File: src/rtl/tpu_pkg.sv
// Shared opcode constants and sequencer state encoding for the TPU command path.
package tpu_pkg;

    localparam logic [2:0] OP_RESET       = 3'b111;
    localparam logic [2:0] OP_LOAD_INPUT  = 3'b001;
    localparam logic [2:0] OP_LOAD_WEIGHT = 3'b010;
    localparam logic [2:0] OP_LOAD_FIFO   = 3'b011;
    localparam logic [2:0] OP_MATMUL      = 3'b100;

    typedef enum logic [1:0] {
        IDLE   = 2'd0,
        ISSUE  = 2'd1,
        STREAM = 2'd2,
        WAIT   = 2'd3
    } seq_state_t;

    // Only the two load opcodes carry a row stream after issue.
    function automatic logic is_stream_op(input logic [2:0] op);
        return (op == OP_LOAD_INPUT) || (op == OP_LOAD_WEIGHT);
    endfunction

endpackage

File: src/rtl/tpu_cmd_fifo.sv
// Power-of-two command queue with show-ahead head entry and occupancy count.
module tpu_cmd_fifo #(
    parameter int DEPTH   = 8,
    parameter int ENTRY_W = 29
) (
    input  logic                     clk,
    input  logic                     srst,
    input  logic                     push,
    input  logic [ENTRY_W-1:0]       push_data,
    input  logic                     pop,
    output logic [ENTRY_W-1:0]       head_data,
    output logic [$clog2(DEPTH):0]   count,
    output logic                     full,
    output logic                     empty
);
    localparam int PTR_W = $clog2(DEPTH);

    logic [ENTRY_W-1:0] mem [DEPTH];
    logic [PTR_W-1:0]   wr_ptr_q, wr_ptr_d;
    logic [PTR_W-1:0]   rd_ptr_q, rd_ptr_d;
    logic [PTR_W:0]     count_q, count_d;
    logic               do_push;
    logic               do_pop;

    assign full      = (count_q == (PTR_W + 1)'(DEPTH));
    assign empty     = (count_q == '0);
    assign count     = count_q;
    assign head_data = mem[rd_ptr_q];

    // Pointers wrap naturally because DEPTH is a power of two.
    always_comb begin
        do_push  = push && !full;
        do_pop   = pop && !empty;
        wr_ptr_d = wr_ptr_q + PTR_W'(do_push);
        rd_ptr_d = rd_ptr_q + PTR_W'(do_pop);
        count_d  = count_q + (PTR_W + 1)'(do_push) - (PTR_W + 1)'(do_pop);
    end

    always_ff @(posedge clk) begin
        if (srst) begin
            wr_ptr_q <= '0;
            rd_ptr_q <= '0;
            count_q  <= '0;
        end else begin
            wr_ptr_q <= wr_ptr_d;
            rd_ptr_q <= rd_ptr_d;
            count_q  <= count_d;
        end
    end

    always_ff @(posedge clk) begin
        if (do_push) begin
            mem[wr_ptr_q] <= push_data;
        end
    end

endmodule

File: src/rtl/tpu_cmd_sequencer.sv
// Queues host TPU commands and issues them one at a time: start pulse, optional
// row stream into the input/weight memories, then wait for done or timeout.
module tpu_cmd_sequencer
    import tpu_pkg::*;
#(
    parameter int WIDTH_HEIGHT = 16,
    parameter int DATA_WIDTH   = 8,
    parameter int MAX_MAT_WH   = 128,
    parameter int CMD_DEPTH    = 8,
    parameter int TIMEOUT      = 1024
) (
    input  logic                                       clk,
    input  logic                                       reset,
    input  logic                                       cmd_valid,
    output logic                                       cmd_ready,
    input  logic [2:0]                                 cmd_opcode,
    input  logic [$clog2(WIDTH_HEIGHT)-1:0]            cmd_dim_1,
    input  logic [$clog2(WIDTH_HEIGHT)-1:0]            cmd_dim_2,
    input  logic [$clog2(WIDTH_HEIGHT)-1:0]            cmd_dim_3,
    input  logic [7:0]                                 cmd_addr_1,
    input  logic [$clog2(MAX_MAT_WH/WIDTH_HEIGHT)-1:0] cmd_submat_row,
    input  logic [$clog2(MAX_MAT_WH/WIDTH_HEIGHT)-1:0] cmd_submat_col,
    input  logic                                       data_valid,
    output logic                                       data_ready,
    input  logic [WIDTH_HEIGHT*DATA_WIDTH-1:0]         data_in,
    output logic                                       start,
    output logic [2:0]                                 opcode,
    output logic [$clog2(WIDTH_HEIGHT)-1:0]            dim_1,
    output logic [$clog2(WIDTH_HEIGHT)-1:0]            dim_2,
    output logic [$clog2(WIDTH_HEIGHT)-1:0]            dim_3,
    output logic [7:0]                                 addr_1,
    output logic [$clog2(MAX_MAT_WH/WIDTH_HEIGHT)-1:0] accum_table_submat_row_in,
    output logic [$clog2(MAX_MAT_WH/WIDTH_HEIGHT)-1:0] accum_table_submat_col_in,
    output logic [WIDTH_HEIGHT*DATA_WIDTH-1:0]         inputMem_wr_data,
    output logic [WIDTH_HEIGHT*DATA_WIDTH-1:0]         weightMem_wr_data,
    input  logic                                       done,
    input  logic                                       fifo_ready,
    output logic                                       busy,
    output logic [$clog2(CMD_DEPTH):0]                 cmd_count,
    output logic                                       timeout_err
);
    localparam int DIM_W   = $clog2(WIDTH_HEIGHT);
    localparam int SUB_W   = $clog2(MAX_MAT_WH / WIDTH_HEIGHT);
    localparam int ROW_W   = DIM_W + 1;
    localparam int BUS_W   = WIDTH_HEIGHT * DATA_WIDTH;
    localparam int WAIT_W  = $clog2(TIMEOUT + 1);
    localparam int ENTRY_W = 3 + 3 * DIM_W + 8 + 2 * SUB_W;

    logic [ENTRY_W-1:0] push_entry;
    logic [ENTRY_W-1:0] head_entry;
    logic               fifo_full;
    logic               fifo_empty;
    logic               pop_en;

    logic [2:0]         head_opcode;
    logic [DIM_W-1:0]   head_dim_1, head_dim_2, head_dim_3;
    logic [7:0]         head_addr_1;
    logic [SUB_W-1:0]   head_sub_row, head_sub_col;

    seq_state_t         state_q, state_d;
    logic               start_q, start_d;
    logic               data_ready_q, data_ready_d;
    logic [2:0]         opcode_q, opcode_d;
    logic [DIM_W-1:0]   dim_1_q, dim_1_d;
    logic [DIM_W-1:0]   dim_2_q, dim_2_d;
    logic [DIM_W-1:0]   dim_3_q, dim_3_d;
    logic [7:0]         addr_1_q, addr_1_d;
    logic [SUB_W-1:0]   sub_row_q, sub_row_d;
    logic [SUB_W-1:0]   sub_col_q, sub_col_d;
    logic [BUS_W-1:0]   in_wr_q, in_wr_d;
    logic [BUS_W-1:0]   wt_wr_q, wt_wr_d;
    logic [ROW_W-1:0]   row_cnt_q, row_cnt_d;
    logic [WAIT_W-1:0]  wait_cnt_q, wait_cnt_d;
    logic               done_seen_q, done_seen_d;
    logic               timeout_err_q, timeout_err_d;

    assign push_entry = {cmd_opcode, cmd_dim_1, cmd_dim_2, cmd_dim_3,
                         cmd_addr_1, cmd_submat_row, cmd_submat_col};
    assign {head_opcode, head_dim_1, head_dim_2, head_dim_3,
            head_addr_1, head_sub_row, head_sub_col} = head_entry;

    tpu_cmd_fifo #(
        .DEPTH   (CMD_DEPTH),
        .ENTRY_W (ENTRY_W)
    ) u_cmd_fifo (
        .clk       (clk),
        .srst      (reset),
        .push      (cmd_valid && cmd_ready),
        .push_data (push_entry),
        .pop       (pop_en),
        .head_data (head_entry),
        .count     (cmd_count),
        .full      (fifo_full),
        .empty     (fifo_empty)
    );

    assign cmd_ready = !fifo_full;
    assign busy      = (cmd_count != '0) || (state_q != IDLE);

    always_comb begin
        state_d       = state_q;
        start_d       = 1'b0;
        data_ready_d  = data_ready_q;
        opcode_d      = opcode_q;
        dim_1_d       = dim_1_q;
        dim_2_d       = dim_2_q;
        dim_3_d       = dim_3_q;
        addr_1_d      = addr_1_q;
        sub_row_d     = sub_row_q;
        sub_col_d     = sub_col_q;
        in_wr_d       = in_wr_q;
        wt_wr_d       = wt_wr_q;
        row_cnt_d     = row_cnt_q;
        wait_cnt_d    = wait_cnt_q;
        done_seen_d   = done_seen_q;
        timeout_err_d = timeout_err_q;
        pop_en        = 1'b0;

        unique case (state_q)
            IDLE: begin
                data_ready_d = 1'b0;
                done_seen_d  = 1'b0;
                if (!fifo_empty && fifo_ready) begin
                    pop_en    = 1'b1;
                    opcode_d  = head_opcode;
                    dim_1_d   = head_dim_1;
                    dim_2_d   = head_dim_2;
                    dim_3_d   = head_dim_3;
                    addr_1_d  = head_addr_1;
                    sub_row_d = head_sub_row;
                    sub_col_d = head_sub_col;
                    start_d   = 1'b1;
                    state_d   = ISSUE;
                end
            end
            ISSUE: begin
                done_seen_d = done_seen_q || done;
                row_cnt_d   = '0;
                wait_cnt_d  = '0;
                if (is_stream_op(opcode_q)) begin
                    state_d      = STREAM;
                    data_ready_d = 1'b1;
                end else begin
                    state_d = WAIT;
                end
            end
            STREAM: begin
                done_seen_d = done_seen_q || done;
                if (data_valid) begin
                    if (opcode_q == OP_LOAD_INPUT) begin
                        in_wr_d = data_in;
                    end else begin
                        wt_wr_d = data_in;
                    end
                    row_cnt_d = row_cnt_q + ROW_W'(1);
                    // dim_1 is rows-minus-one, so the last row is the one at count dim_1.
                    if (row_cnt_q == {1'b0, dim_1_q}) begin
                        state_d      = WAIT;
                        data_ready_d = 1'b0;
                    end
                end
            end
            WAIT: begin
                if (done || done_seen_q) begin
                    state_d     = IDLE;
                    done_seen_d = 1'b0;
                end else if (wait_cnt_q == WAIT_W'(TIMEOUT - 1)) begin
                    timeout_err_d = 1'b1;
                    state_d       = IDLE;
                    done_seen_d   = 1'b0;
                end else begin
                    wait_cnt_d = wait_cnt_q + WAIT_W'(1);
                end
            end
            default: begin
                state_d      = IDLE;
                data_ready_d = 1'b0;
            end
        endcase
    end

    always_ff @(posedge clk) begin
        if (reset) begin
            state_q       <= IDLE;
            start_q       <= 1'b0;
            data_ready_q  <= 1'b0;
            opcode_q      <= '0;
            dim_1_q       <= '0;
            dim_2_q       <= '0;
            dim_3_q       <= '0;
            addr_1_q      <= '0;
            sub_row_q     <= '0;
            sub_col_q     <= '0;
            in_wr_q       <= '0;
            wt_wr_q       <= '0;
            row_cnt_q     <= '0;
            wait_cnt_q    <= '0;
            done_seen_q   <= 1'b0;
            timeout_err_q <= 1'b0;
        end else begin
            state_q       <= state_d;
            start_q       <= start_d;
            data_ready_q  <= data_ready_d;
            opcode_q      <= opcode_d;
            dim_1_q       <= dim_1_d;
            dim_2_q       <= dim_2_d;
            dim_3_q       <= dim_3_d;
            addr_1_q      <= addr_1_d;
            sub_row_q     <= sub_row_d;
            sub_col_q     <= sub_col_d;
            in_wr_q       <= in_wr_d;
            wt_wr_q       <= wt_wr_d;
            row_cnt_q     <= row_cnt_d;
            wait_cnt_q    <= wait_cnt_d;
            done_seen_q   <= done_seen_d;
            timeout_err_q <= timeout_err_d;
        end
    end

    assign start                     = start_q;
    assign data_ready                = data_ready_q;
    assign opcode                    = opcode_q;
    assign dim_1                     = dim_1_q;
    assign dim_2                     = dim_2_q;
    assign dim_3                     = dim_3_q;
    assign addr_1                    = addr_1_q;
    assign accum_table_submat_row_in = sub_row_q;
    assign accum_table_submat_col_in = sub_col_q;
    assign inputMem_wr_data          = in_wr_q;
    assign weightMem_wr_data         = wt_wr_q;
    assign timeout_err               = timeout_err_q;

endmodule

File: config.mk
export PLATFORM = sky130hd
export DESIGN_NAME = tpu_cmd_sequencer
export DESIGN_NICKNAME = d
export VERILOG_FILES = /design/src/rtl/tpu_pkg.sv /design/src/rtl/tpu_cmd_fifo.sv /design/src/rtl/tpu_cmd_sequencer.sv
export SDC_FILE = /design/constraint.sdc
export NUM_CORES = 1
export LEC_CHECK = 0
export ABC_CLOCK_PERIOD_IN_PS = 10100
export CORE_MARGIN = 2
export CORE_UTILIZATION = 54
export DETAILED_ROUTE_END_ITERATION = 8
export PLACE_DENSITY = 0.85
export SLEW_MARGIN = 20
export SYNTH_ARGS = -nofsm -noshare
export SYNTH_HDL_FRONTEND = slang
export SYNTH_SLANG_ARGS = --single-unit
export TNS_END_PERCENT = 20
File: constraint.sdc
create_clock -name clk -period 10.1 [get_ports clk]
set_input_delay 2.02 -clock clk [delete_from_list [all_inputs] [get_ports clk]]
set_output_delay 2.02 -clock clk [all_outputs]
set_load 0.005 [all_outputs]
Fig. 1: run 1, met1 routing
Supply wires on this layer in grey.
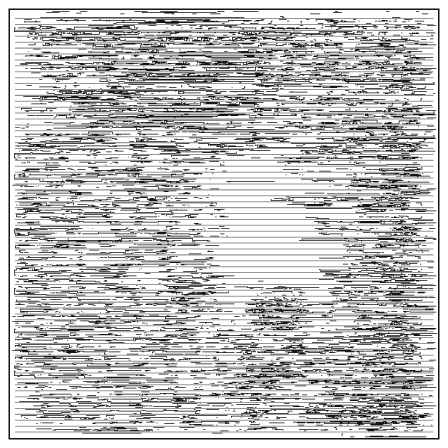
share of all routed wire: 37%
nets with wire on the layer: 2150
main direction: horizontal
overall via count from detail_route: 15070
routing usage on met1: 37.87%
drt total wl: 60250 µm

Fig. 2: run 1, the metal 3 layer
The bar under the picture is 50 µm long.
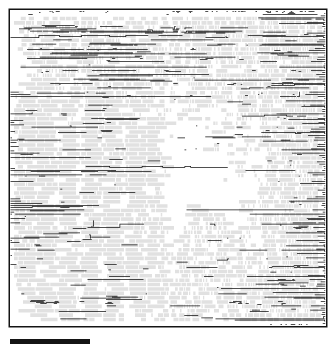
nets with wire on the layer: 348
main direction: horizontal
wire length on this layer: 5640 µm
longest straight run: 125 µm
share of all routed wire: 9.4%
global-route met3 utilization: 8.178%

==> GITHUB_STEP_SUMMARY, run 1 <==
## Implementation flow summary

| Metric | Value |
|---|---|
| Netlist area before placement | 20130 µm² |
| Number of nets at the end of the flow | 2344 |
| Post-route setup slack | 5.594 ns |
| DRC marker count from the first detailed-route iteration | 1188 |
| Maximum capacitance violations | 0 |
| CP Max Fanout | 96 |
| First-pass GRT wire length | 89050 µm |
| Most frequent standard cell in the layout excluding fill and tap cells | sky130_fd_sc_hd__nand2_1 |
| Number of setup violations in the final report | 0 |
| Post-CTS resize count | 0 |
| Buf/Inv on CP | 2 |
| M2 GR Usage | 49.40% |
| Number of global-route vias before repair | 14740 |
| Largest cells by area | sky130_fd_sc_hd__edfxtp_1 (35%), sky130_fd_sc_hd__dfxtp_1 (32%), sky130_fd_sc_hd__nand2_1 (9.8%), sky130_fd_sc_hd__a21oi_1 (6.6%), sky130_fd_sc_hd__mux4_2 (6.5%) |
| Via density | 5.630 |
| Cell leakage power | 8.720 nW |
| Antenna violations before repair | 7 |
| Total routed wire length on the met1 layer | 22450 µm |
| Area of the placeable core | 36700 µm² |
| Routed len/inst | 22.51 µm |
| Most numerous cell on the critical path | sky130_fd_sc_hd__nand2_1 |
| Part of the power in registers | 44.9% |
| Highest clock frequency the design can meet | 0.2219 GHz |
| Worst-margin pin slew | 1.187 ns |
| Post-CTS setup buffers | 0 |
| Highest signal layer in the routed design | met5 |
| Cell area after placement | 24950 µm² |
| Overall Global Routing Usage | 30.52% |
| Delay contributed by the slowest stage of the critical path | 0.88 ns |
| Most frequent cells after synthesis | sky130_fd_sc_hd__nand2_1 (525), sky130_fd_sc_hd__dfxtp_1 (317), sky130_fd_sc_hd__a21oi_1 (267), sky130_fd_sc_hd__edfxtp_1 (232), sky130_fd_sc_hd__clkbuf_1 (78) |
| Number of DRC violations after detailed routing | 0 |
| Clock tree sinks | 549 |
| FP Rows | 70 |
| IO Pins | 457 |
| Pin count of the biggest net entering global routing | 112 |
| Number of logged tool warnings | 40 |
| Gate family responsible for the most delay along the worst path | buffers and inverters |
| Final Wtd Congestion | 0.9337 |
| Arrival time at the worst endpoint | 5.01 ns |
| Endpoint type of the worst setup path | flip-flop |
| Level count of the clock H-tree | 2 |
| Overall die width | 197.1 µm |
| Maximum buffer depth of the clock tree | 3 |
| Portion of total power attributed to combinational logic | 18.5% |
| Count of TritonRoute iterations in the first routing pass | 7 |
| Crit path cell chain | clkdlybuf4s50_1, nand2_1, nor2_4, buf_4, nand2_1, a21oi_1 |
| Part of the power in the clock network | 36.6% |
| Cell at the root of the clock tree | sky130_fd_sc_hd__clkbuf_16 |
| Top-count cell post-synth | sky130_fd_sc_hd__nand2_1 |
| Largest vdd supply drop | 0.0001820 V |
| Worst hold margin | 0.4530 ns |
| Most crowded layer after global routing | met2 |
| Met2 WL post-DR | 28770 µm |
| Top FF cell, synth | sky130_fd_sc_hd__dfxtp_1 |
| Worst endpoint required time | 10.61 ns |
| Library cell with the largest summed area after synthesis | sky130_fd_sc_hd__edfxtp_1 |
| Overall die height | 197.1 µm |
| Number of input and output port buffers inserted | 456 |
| Slowest cell on crit path | sky130_fd_sc_hd__buf_4 |
| Syn Inst Count | 1757 |
| Number of CTS-inserted buffers | 53 |
| Met3 wire length | 5641 µm |
| Pwr Density | 216.8 nW/µm² |
| Avg Cell Area, Syn | 11.46 µm² |
| Post-CTS clock slew at the launch and capture registers of the worst setup and hold paths | 0.06 ns |
| Max-Slew Margin vs Limit | 20.86% |
| TNS Setup | 0 ns |
| Number of flops mapped to enable cells by yosys | 232 |
| Clock tree from TritonCTS | yes |
| Yosys Instances | 1757 |
| FF+latch count, synth | 549 |
| Result of the run | finished, final reports clean |
| Crit start category | primary input |
| Final slew viol count | 0 |
| Pre-CTS WS | 5.114 ns |
Fig. 3: run 1, clock routing
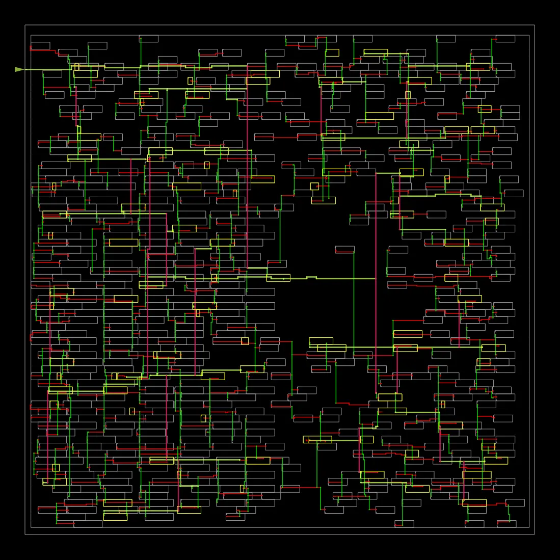
clock skew after layout: 0.02397 ns
clock latency at the later pin of the worst-skew pair: 0.61 ns
number of clock buffer instances in the layout: 66
power attributed to the clock group: 2.13 mW

## run 1: kinds of logic after synthesis
kind of cell | count (synthesis) | share of synthesized area [%]
AND-OR/OR-AND | 326 | 8.882
XOR/XNOR | 9 | 0.3916
adder cells (fa/ha/maj) | 18 | 1.156
buffers and inverters | 131 | 2.810
flip-flops | 549 | 66.14
multiplexers | 89 | 8.037
AND/OR/NAND/NOR | 635 | 12.59
## run 1: path summary, 6_finish.rpt
check	depth (start not counted)	startpoint	slack, ns	endpoint
setup / recovery	6	data_valid	5.59	weightMem_wr_data[69]
hold reg to reg	2	inputMem_wr_data[42]	0.45	inputMem_wr_data[42]
setup reg to reg	7	state_q[0]	6.79	weightMem_wr_data[69]
hold / removal	2	inputMem_wr_data[42]	0.45	inputMem_wr_data[42]
## run 1: flip-flops by register name, summed over array words and instances, names as in the netlist, 5 cells and up
signal and count:
inputMem_wr_data 128, row_cnt_q 5, u_cmd_fifo.mem 232, wait_cnt_q 11
weightMem_wr_data 128, addr_1 8
## run 1: per-stage QoR
step	instances	total power [mW]	util [%]
global route	2676	6.043	73.24
detailed placement	2575	3.727	67.99
CTS	2675	5.862	73.19
floorplan	1757	3.226	-
global placement	2575	3.686	67.99
finish	2677	5.829	73.25
## run 1: power by group through the flow
stage               sequential, mW  clock (mW)  combinational (mW)
floorplan                     2.62           0               0.606
global placement              2.65           0                1.04
detailed placement            2.66           0                1.07
CTS                           2.62        2.16                1.09
global route                  2.63        2.24                1.17
finish                        2.62        2.13                1.08
## run 1: final cells by class
cell class / instances / area [µm²]
clock inverters: 34 / 452.9
diodes: 1 / 2.502
inverters: 13 / 48.80
well taps: 468 / 585.6
fillers: 2409 / 9817
multi-input cells: 1077 / 6337
repair buffers: 469 / 4679
clock buffers: 66 / 1455
flip-flops and latches: 549 / 13320
Fig. 4: run 1, met2 routing
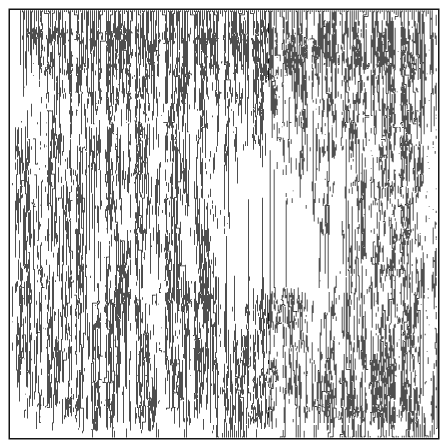

## Run 2: what changed since run 1
--- a/config.mk
+++ b/config.mk
@@ -5,11 +5,11 @@
 export SDC_FILE = /design/constraint.sdc
 export NUM_CORES = 1
 export LEC_CHECK = 0
-export ABC_CLOCK_PERIOD_IN_PS = 10100
+export ABC_CLOCK_PERIOD_IN_PS = 4700
 export CORE_MARGIN = 2
-export CORE_UTILIZATION = 54
+export CORE_UTILIZATION = 50
 export DETAILED_ROUTE_END_ITERATION = 8
-export PLACE_DENSITY = 0.85
+export PLACE_DENSITY = 0.8
 export SLEW_MARGIN = 20
 export SYNTH_ARGS = -nofsm -noshare
 export SYNTH_HDL_FRONTEND = slang
==> constraint.sdc (replaced) <==
create_clock -name clk -period 4.7 [get_ports clk]
set_input_delay 0.94 -clock clk [delete_from_list [all_inputs] [get_ports clk]]
set_output_delay 0.94 -clock clk [all_outputs]
set_load 0.005 [all_outputs]
Fig. 5: run 2, met2 routing
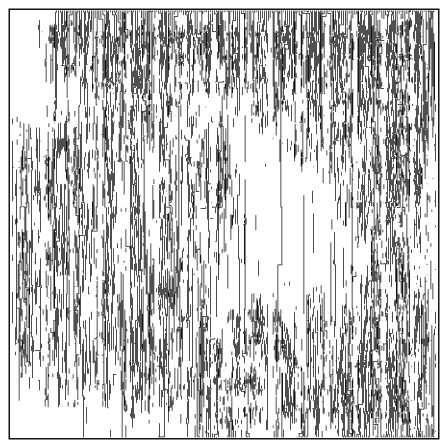
main direction: vertical
wire length on this layer: 28.6 mm
longest straight run: 70.8 µm
share of all routed wire: 48%
nets with wire on the layer: 2064
overall via count from detail_route: 15220
drt total wl: 59700 µm
M2 GR Usage: 45.61%

Fig. 6: run 2, met1 routing
Supply wires on this layer in grey.
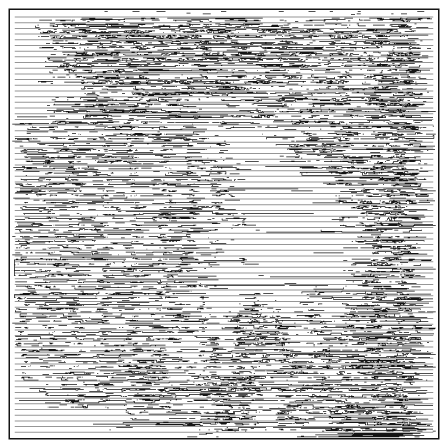
nets with wire on the layer: 2154
longest straight run: 67.6 µm
share of all routed wire: 38%
routing usage on met1: 34.65%

==> GITHUB_STEP_SUMMARY, run 2 <==
## Implementation flow summary

| Metric | Value |
|---|---|
| Result of the run | finished, final reports clean |
| Worst hold margin | 0.4543 ns (+0.001302 ns) |
| Library cell with the largest summed area after synthesis | sky130_fd_sc_hd__edfxtp_1 |
| First-pass GRT wire length | 87860 µm (-1.3%) |
| Number of setup violations in the final report | 0 (unchanged) |
| Multi-input logic portion of the cell area | 23.48% (-0.091 points) |
| Maximum capacitance violations | 0 (unchanged) |
| Number of nets at the end of the flow | 2360 (+0.68%) |
| Register-to-Register Setup Slack | 2.12 ns (-4.67 ns) |
| Layout clock area frac | 6.589% (-0.51 points) |
| Syn Inst Count | 1757 (unchanged) |
| Cell leakage power | 8.736 nW (+0.18%) |
| Yosys Instances | 1757 (unchanged) |
| CP Max Fanout | 6 (-94%) |
| Level count of the clock H-tree | 2 (unchanged) |
| Post-CTS setup buffers | 0 (unchanged) |
| Part of the power in registers | 46.5% (+1.6 points) |
| IO Pins | 457 (unchanged) |
| Number of CTS-inserted buffers | 54 (+1.9%) |
| DRC marker count from the first detailed-route iteration | 1115 (-6.1%) |
| Routed len/inst | 21.70 µm (-3.6%) |
| Overall Global Routing Usage | 27.73% (-2.8 points) |
| Count of TritonRoute iterations in the first routing pass | 6 (-1) |
| Cell at the root of the clock tree | sky130_fd_sc_hd__clkbuf_16 |
| FP Rows | 73 (+4.3%) |
| Overall die width | 204.6 µm (+3.8%) |
| Largest vdd supply drop | 0.0003909 V (+110%) |
| Delay contributed by the slowest stage of the critical path | 0.50 ns (-0.38 ns) |
| Pin count of the biggest net entering global routing | 163 (+46%) |
| Maximum buffer depth of the clock tree | 3 (unchanged) |
| Pwr Density | 451.2 nW/µm² (+110%) |
| Hold Path Depth | 2 (unchanged) |
| Cell area after placement | 25200 µm² (+1.0%) |
| Antenna violations before repair | 4 (-3) |
| Top FF cell, synth | sky130_fd_sc_hd__dfxtp_1 |
| Clock skew after layout | 0.03209 ns (+0.008122 ns) |
## run 2: worst max path at each step
stage | from | to | depth (start not counted)
3_3_place_gp | cmd_valid | u_cmd_fifo.mem[2][12] | 5
2_1_floorplan | cmd_valid | u_cmd_fifo.mem[0][0] | 3
6_report | state_q[0] | busy | 4
4_1_cts | state_q[0] | busy | 4
5_1_grt | state_q[0] | busy | 4
3_5_place_dp | cmd_valid | u_cmd_fifo.mem[2][21] | 5
## run 2: power by group through the flow
stage	registers (mW)	logic, mW	clock network [mW]
CTS	5.68	2.29	4.31
detailed placement	5.78	2.27	0
floorplan	5.63	1.30	0
global placement	5.75	2.22	0
global route	5.72	2.46	4.49
finish	5.67	2.27	4.24
## run 2: metrics by stage
| stage | setup slack [ns] | power (mW) | std cells |
|---|---|---|---|
| 4_1_cts | 1.772 | 12.28 | 2750 |
| 3_5_place_dp | 1.470 | 8.046 | 2648 |
| 2_1_floorplan | 1.023 | 6.932 | 1757 |
| 6_report | 1.792 | 12.18 | 2751 |
| 5_1_grt | 1.677 | 12.67 | 2750 |
| 3_3_place_gp | 1.510 | 7.973 | 2648 |
## run 2: cells by family (layout without fill, tap and decap cells)
logic type	Yosys count	after routing	share of synthesized area [%]
xor gates and xnor gates	9	9	0.3916
buffers and inverters	131	599	2.810
other	0	1	0
DFF	549	549	66.14
adders and majority gates	18	18	1.156
AOI/OAI and AO/OA	326	326	8.882
and+or+nand+nor	635	635	12.59
muxes	89	89	8.037
## run 2: layer usage
| layer | GRT usage [%] | vias to the layer above | part of all wire [%] |
|---|---|---|---|
| met1 | 34.65 | 7389 | 38 |
| met4 | 13.90 | 8 | 5.3 |
| met3 | 6.029 | 165 | 8.5 |
| met5 | 0 | - | 0.085 |
| met2 | 45.61 | 710 | 48 |
| li1 | - | 6947 | - |
Fig. 7: run 2, the metal 3 layer
The bar under the picture is 50 µm long.
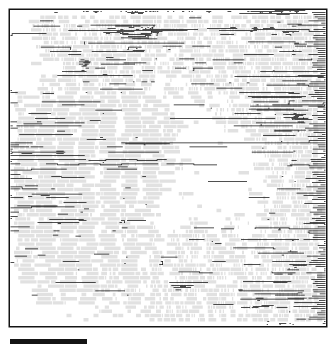

## Run 3: what changed since run 2
--- a/config.mk
+++ b/config.mk
@@ -5,7 +5,7 @@
 export SDC_FILE = /design/constraint.sdc
 export NUM_CORES = 1
 export LEC_CHECK = 0
-export ABC_CLOCK_PERIOD_IN_PS = 4700
+export ABC_CLOCK_PERIOD_IN_PS = 3000
 export CORE_MARGIN = 2
 export CORE_UTILIZATION = 50
 export DETAILED_ROUTE_END_ITERATION = 8
==> constraint.sdc (replaced) <==
create_clock -name clk -period 3 [get_ports clk]
set_input_delay 0.6 -clock clk [delete_from_list [all_inputs] [get_ports clk]]
set_output_delay 0.6 -clock clk [all_outputs]
set_load 0.005 [all_outputs]
Fig. 8: run 3, the metal 3 layer
The bar under the picture is 50 µm long.
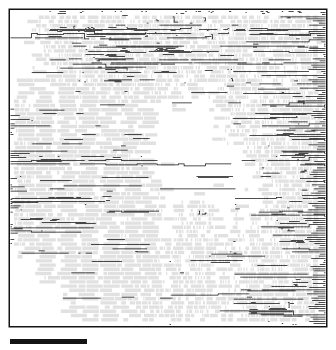
nets with wire on the layer: 357
longest straight run: 84.4 µm
share of all routed wire: 9.6%
main direction: horizontal
wire length on this layer: 5830 µm
overall via count from detail_route: 15330
drt total wl: 60800 µm
global-route met3 utilization: 7.525%

Fig. 9: run 3, metal 4
Supply wires on this layer in grey.
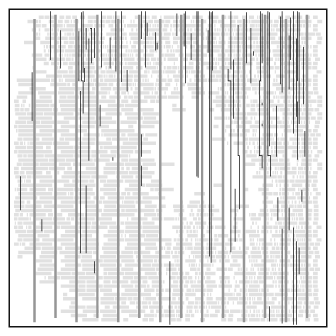
longest straight run: 162 µm
main direction: vertical
share of all routed wire: 5.1%
nets with wire on the layer: 61

==> GITHUB_STEP_SUMMARY, run 3 <==
## Implementation flow summary

| Metric | Value |
|---|---|
| Overall Global Routing Usage | 28.27% (+0.54 points) |
| Delay contributed by the slowest stage of the critical path | 0.59 ns (+0.09 ns) |
| M2 GR Usage | 47.20% (+1.6 points) |
| Post-CTS setup buffers | 0 (unchanged) |
| Syn Inst Count | 1757 (unchanged) |
| Maximum capacitance violations | 0 (unchanged) |
| Cell leakage power | 8.905 nW (+1.9%) |
| Clock skew after layout | 0.01743 ns (-0.01466 ns) |
| IO Pins | 457 (unchanged) |
| FP Rows | 73 (unchanged) |
| Pin count of the biggest net entering global routing | 102 (-37%) |
| Result of the run | finished, final reports clean |
| Routed len/inst | 21.99 µm (+1.3%) |
| Count of TritonRoute iterations in the first routing pass | 6 (unchanged) |
| First-pass GRT wire length | 89040 µm (+1.4%) |
| Cell at the root of the clock tree | sky130_fd_sc_hd__clkbuf_16 |
| DRC marker count from the first detailed-route iteration | 1250 (+12%) |
| Met2 WL post-DR | 29630 µm (+3.5%) |
| Most crowded layer after global routing | met2 |
| Part of the power in registers | 45.6% (-0.9 points) |
| Power, Total | 19.35 mW (+59%) |
| Total routed wire length on the met1 layer | 22200 µm (-2.4%) |
| Highest signal layer in the routed design | met5 |
| Top FF cell, synth | sky130_fd_sc_hd__dfxtp_1 |
| Overall die width | 204.6 µm (unchanged) |
| Number of CTS-inserted buffers | 54 (unchanged) |
| Library cell with the largest summed area after synthesis | sky130_fd_sc_hd__edfxtp_1 |
| Antenna violations before repair | 8 (+4) |
| Number of nets at the end of the flow | 2376 (+0.68%) |
| Cell area after placement | 25530 µm² (+1.3%) |
| Largest vdd supply drop | 0.0006905 V (+77%) |
| CP Max Fanout | 6 (unchanged) |
| Level count of the clock H-tree | 2 (unchanged) |
| Maximum buffer depth of the clock tree | 3 (unchanged) |
| Met3 wire length | 5828 µm (+15%) |
| Placed Cells | 2664 (+0.60%) |
[run 3: cell counts after synthesis]
Identical to the previous run, type by type.
[run 3: path summary, 6_finish.rpt]
path                                       startpoint  depth (start not counted)  slack [ns]                     to
worst max register to register             state_q[0]                         10        0.72    u_cmd_fifo.count[2]
worst min-delay path                            reset                          2        0.43           row_cnt_q[4]
worst min register to register  weightMem_wr_data[53]                          2        0.45  weightMem_wr_data[53]
worst max-delay path                       state_q[0]                          4        0.32                   busy
[run 3: final cells by class]
class,instances,area [µm²],area share (%)
inverter,13,48.80,0.1785
timing repair buffer,500,5162,18.89
clock buffer,87,1699,6.217
clock inverter,10,90.09,0.3296
sequential,549,13320,48.73
tap,525,656.9,2.404
multi-input combinational,1077,6344,23.21
antenna,4,10.01,0.03662
[run 3: stage by stage]
| step | setup slack, ns | hold WS [ns] |
|---|---|---|
| floorplan | -0.4073 | 0.4488 |
| global placement | 0.5018 | 0.4413 |
| detailed placement | 0.4154 | 0.4455 |
| CTS | 0.2989 | 0.3995 |
| global route | 0.2096 | 0.4372 |
| finish | 0.3163 | 0.4319 |
[run 3: kinds of logic (layout without fill, tap and decap cells)]
kind of cell    count (synthesis)  in the layout  share of synthesized area (%)
flops                         549            549                          66.14
compound gates                326            326                          8.882
buf+inv                       131            610                          2.810
xor+xnor                        9              9                         0.3916
simple gates                  635            635                          12.59
other cells                     0              4                              0
fa+ha+maj                      18             18                          1.156
mux                            89             89                          8.037
[run 3: power groups by stage]
stage                     logic (mW)  clock network (mW)  registers [mW]
after floorplan                 2.04                   0            8.82
after global placement          3.66                   0            8.93
after detailed placement        3.76                   0            8.96
after CTS                       3.81                6.87            8.82
after global routing            4.07                7.14            8.88
final                           3.78                6.76            8.81
Power and IR drop assume default switching activity.
